Figure 1. Signal wires on met1.
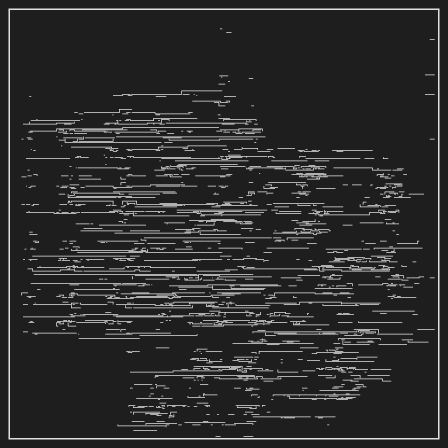
Figure 2. Wiring by layer.
Two of the layers only.
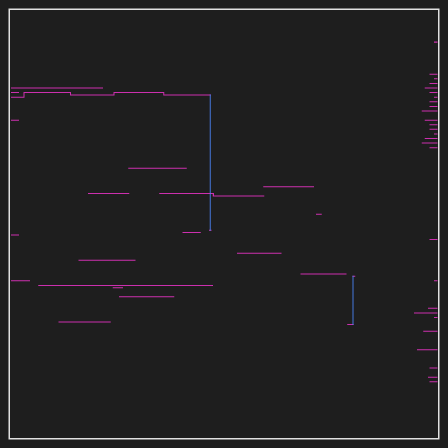
Figure 3. Clock wiring as the flow saved it.
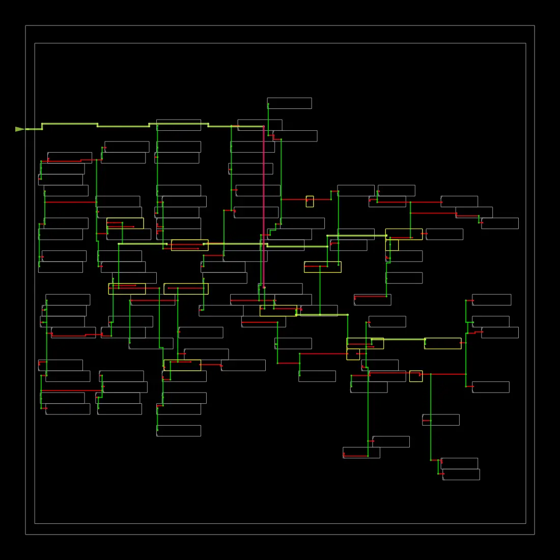
Figure 4. Metal 2.
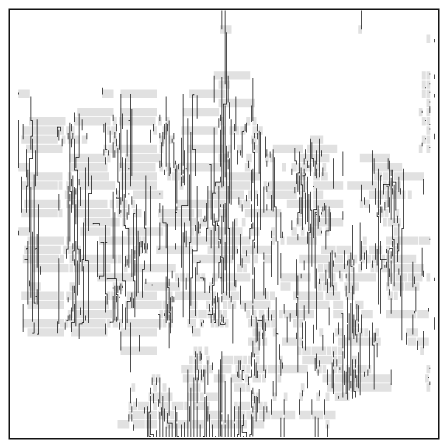
Figure 5. Cells by drive strength.
Bar = 50 um.
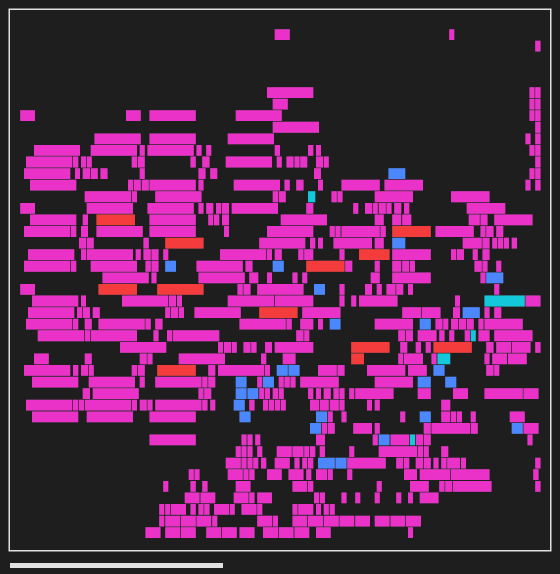
**src/rtl/mmio_uart_tx_pkg.sv**
```systemverilog
// Shared definitions for the memory-mapped UART transmitter:
// register offsets, STATUS bit layout and serialiser state encoding.
package mmio_uart_tx_pkg;

    localparam logic [1:0] OffTxData = 2'd0;
    localparam logic [1:0] OffStatus = 2'd1;

    localparam int unsigned StatBusy     = 0;
    localparam int unsigned StatFull     = 1;
    localparam int unsigned StatEmpty    = 2;
    localparam int unsigned StatOverflow = 3;
    localparam int unsigned StatCountLsb = 4;
    localparam int unsigned StatCountMsb = 7;

    typedef enum logic [1:0] {
        StIdle  = 2'd0,
        StStart = 2'd1,
        StData  = 2'd2,
        StStop  = 2'd3
    } txState_e;

endpackage

```
**src/rtl/uart_tx_fifo.sv**
```systemverilog
// Byte FIFO feeding the UART serialiser; a push into a full FIFO is
// still accepted when a pop happens on the same edge.
module uart_tx_fifo #(
    parameter int unsigned Depth = 8,
    parameter int unsigned Width = 8
) (
    input  logic                     clk,
    input  logic                     reset,
    input  logic                     push,
    input  logic [Width-1:0]         pushData,
    input  logic                     pop,
    output logic [Width-1:0]         popData,
    output logic                     full,
    output logic                     empty,
    output logic [$clog2(Depth):0]   count
);

    localparam int unsigned PtrW = $clog2(Depth);

    logic [Width-1:0] mem [Depth];
    logic [PtrW-1:0]  rdPtr;
    logic [PtrW-1:0]  wrPtr;
    logic             doPush;
    logic             doPop;

    assign empty   = (count == '0);
    assign full    = (count == (PtrW + 1)'(Depth));
    assign doPop   = pop && !empty;
    assign doPush  = push && (!full || doPop);
    assign popData = mem[rdPtr];

    always_ff @(posedge clk or negedge reset) begin
        if (!reset) begin
            rdPtr <= '0;
            wrPtr <= '0;
            count <= '0;
        end else begin
            if (doPush) wrPtr <= wrPtr + 1'b1;
            if (doPop)  rdPtr <= rdPtr + 1'b1;
            if (doPush && !doPop) begin
                count <= count + 1'b1;
            end else if (doPop && !doPush) begin
                count <= count - 1'b1;
            end
        end
    end

    // Storage needs no reset: only entries between the pointers are ever read.
    always_ff @(posedge clk) begin
        if (doPush) mem[wrPtr] <= pushData;
    end

endmodule

```
**src/rtl/mmio_uart_tx.sv**
```systemverilog
// Memory-mapped 8N1 UART transmitter: bus decode, STATUS read mux,
// overflow tracking and the serialiser FSM around a byte FIFO.
module mmio_uart_tx
    import mmio_uart_tx_pkg::*;
#(
    parameter logic [31:0] BASE_ADDR    = 32'hFFFF_0000,
    parameter int unsigned CLKS_PER_BIT = 16,
    parameter int unsigned FIFO_DEPTH   = 8
) (
    input  logic        clk,
    input  logic        reset,
    input  logic        MemWrite,
    input  logic [31:0] DataAdr,
    input  logic [31:0] WriteData,
    output logic [31:0] rdata,
    output logic        hit,
    output logic        tx
);

    localparam int unsigned BaudW = $clog2(CLKS_PER_BIT);
    localparam int unsigned CntW  = $clog2(FIFO_DEPTH) + 1;
    localparam logic [BaudW-1:0] BaudMax = BaudW'(CLKS_PER_BIT - 1);

    txState_e         state;
    logic [7:0]       shiftReg;
    logic [BaudW-1:0] baudCnt;
    logic [2:0]       bitIdx;
    logic             overflow;

    logic [1:0]       offset;
    logic             wrTx;
    logic             wrStatus;
    logic             fifoPop;
    logic [7:0]       fifoHead;
    logic             fifoFull;
    logic             fifoEmpty;
    logic [CntW-1:0]  fifoCount;
    logic [3:0]       countSat;
    logic [31:0]      status;
    logic             baudEnd;
    logic             unusedBits;

    assign unusedBits = ^{DataAdr[1:0], WriteData[31:8]};

    assign hit      = (DataAdr[31:4] == BASE_ADDR[31:4]);
    assign offset   = DataAdr[3:2];
    assign wrTx     = MemWrite && hit && (offset == OffTxData);
    assign wrStatus = MemWrite && hit && (offset == OffStatus);
    assign fifoPop  = (state == StIdle) && !fifoEmpty;
    assign baudEnd  = (baudCnt == BaudMax);

    uart_tx_fifo #(
        .Depth (FIFO_DEPTH),
        .Width (8)
    ) uFifo (
        .clk      (clk),
        .reset    (reset),
        .push     (wrTx),
        .pushData (WriteData[7:0]),
        .pop      (fifoPop),
        .popData  (fifoHead),
        .full     (fifoFull),
        .empty    (fifoEmpty),
        .count    (fifoCount)
    );

    // A dropped push and a clear on the same edge leave overflow set.
    always_ff @(posedge clk or negedge reset) begin
        if (!reset) begin
            overflow <= 1'b0;
        end else if (wrTx && fifoFull && !fifoPop) begin
            overflow <= 1'b1;
        end else if (wrStatus && WriteData[StatOverflow]) begin
            overflow <= 1'b0;
        end
    end

    always_comb begin
        countSat = (32'(fifoCount) > 32'd15) ? 4'hF : 4'(fifoCount);
        status                             = '0;
        status[StatBusy]                   = (state != StIdle);
        status[StatFull]                   = fifoFull;
        status[StatEmpty]                  = fifoEmpty;
        status[StatOverflow]               = overflow;
        status[StatCountMsb:StatCountLsb]  = countSat;
        rdata = (hit && (offset == OffStatus)) ? status : 32'd0;
    end

    // tx is registered and updated together with the state it belongs to.
    always_ff @(posedge clk or negedge reset) begin
        if (!reset) begin
            state    <= StIdle;
            tx       <= 1'b1;
            shiftReg <= '0;
            baudCnt  <= '0;
            bitIdx   <= '0;
        end else begin
            unique case (state)
                StIdle: begin
                    tx <= 1'b1;
                    if (!fifoEmpty) begin
                        shiftReg <= fifoHead;
                        baudCnt  <= '0;
                        tx       <= 1'b0;
                        state    <= StStart;
                    end
                end
                StStart: begin
                    if (baudEnd) begin
                        baudCnt <= '0;
                        bitIdx  <= '0;
                        tx      <= shiftReg[0];
                        state   <= StData;
                    end else begin
                        baudCnt <= baudCnt + 1'b1;
                    end
                end
                StData: begin
                    if (baudEnd) begin
                        baudCnt <= '0;
                        if (bitIdx == 3'd7) begin
                            tx    <= 1'b1;
                            state <= StStop;
                        end else begin
                            shiftReg <= shiftReg >> 1;
                            tx       <= shiftReg[1];
                            bitIdx   <= bitIdx + 1'b1;
                        end
                    end else begin
                        baudCnt <= baudCnt + 1'b1;
                    end
                end
                StStop: begin
                    if (baudEnd) begin
                        baudCnt <= '0;
                        tx      <= 1'b1;
                        state   <= StIdle;
                    end else begin
                        baudCnt <= baudCnt + 1'b1;
                    end
                end
                default: begin
                    tx    <= 1'b1;
                    state <= StIdle;
                end
            endcase
        end
    end

endmodule

```
**config.mk**
```make
export PLATFORM = sky130hd
export DESIGN_NAME = mmio_uart_tx
export DESIGN_NICKNAME = d
export VERILOG_FILES = /design/src/rtl/mmio_uart_tx_pkg.sv /design/src/rtl/uart_tx_fifo.sv /design/src/rtl/mmio_uart_tx.sv
export SDC_FILE = /design/constraint.sdc
export NUM_CORES = 1
export LEC_CHECK = 0
export ABC_AREA = 1
export CORE_MARGIN = 2
export CORE_UTILIZATION = 30
export DETAILED_ROUTE_END_ITERATION = 12
export PLACE_DENSITY = 0.51
export SLEW_MARGIN = 25
export SYNTH_ARGS = -nofsm -noshare
export SYNTH_HDL_FRONTEND = slang
export SYNTH_SLANG_ARGS = --single-unit
```
**constraint.sdc**
```tcl
create_clock -name clk -period 2.69 [get_ports clk]
set_input_delay 0.269 -clock clk [delete_from_list [all_inputs] [get_ports clk]]
set_output_delay 0.269 -clock clk [all_outputs]
set_load 0.01 [all_outputs]
```
==> run notes <==
The run has ended; figures from its reports follow.

The sequential cell power came out at 0.00153 W. The combined area of the multi-input logic cells is 0.00159 mm2. The share of final-layout standard cells stronger than drive strength 1 is 0.0816. The design draws 0.00286 W. The cell count listed in synth_stat.txt came out at 467. By startpoint and endpoint, the worst setup path is classified as in -> out. The compound-cell area share of the yosys netlist came out at 0.0329.

The root buffer cell chosen for the clock tree is sky130_fd_sc_hd__clkbuf_16. The dominant kind of cell is flip-flops and latches. At the worst endpoint, the arrival time is 2.16 ns.

The power share of the clock group is 0.427. The final antenna diode tally reported by the flow is 0. The non-clock buffer total of the final layout is 71.

The critical path endpoint category is an output port. Sorting the Yosys area breakdown by cell type puts at the top sky130_fd_sc_hd__edfxtp_1. The global-route wire length before repair is 16.0 mm. The length in cells of the worst reg-to-reg path is 14. The number of buffers created by CTS came out at 9.

The synthesized instance count came out at 467. The flow ran to the end, and the final reports show no timing, DRC or antenna violations. The worst hold slack came out at 0.330 ns. Cell internal power was estimated by the tool at 0.00230 W. The commonest non-fill, non-tap cell in the layout is sky130_fd_sc_hd__nand2_1. The script reports the combined buffer and inverter count of the critical path as 3. The fraction of area in multi-input gates came out at 0.287. The width of the chip is 127 um. The combinational group share of total power is 0.037. The area taken by sequential standard cells is reported as 0.00265 mm2.

The CTS tree is built.
About Figure 1:
The longest straight run is 48.3 um. The layer carries 4650 um of wire. 530 nets have wire on it.
total wire length: 9.78 mm
M1 GR Usage: 0.169
via total after detailed routing: 3225

About Figure 2:
Key: M3 = magenta [wire length 380 um]; M4 = blue [wire length 54.4 um]
average wire per standard cell: 13.5 um
global-route total usage across every layer: 0.129

About Figure 3:
clock tree skew after final layout: 0.00777 ns
# clk buffers: 9
Power Clock: 0.00122 W

About Figure 4:
440 nets have wire on it. The layer carries 4700 um of wire. The wires run mostly vertical.
met2 layer usage reported by global route: 0.211

About Figure 5:
Key: x2 = cyan [cells 5, share 0.93%, most used inv_2]; x1 and smaller = magenta [cells 495, share 92%, most used nand2_1]; x3 and x4 = blue [cells 27, share 5.0%, most used buf_4]; x6 and larger = red [cells 12, share 2.2%, most used clkbuf_16]
post-route worst setup slack: 0.260 ns
Non-Filler Cell Area, Final: 0.00556 mm2

Power is estimated from default activity; no workload was simulated.
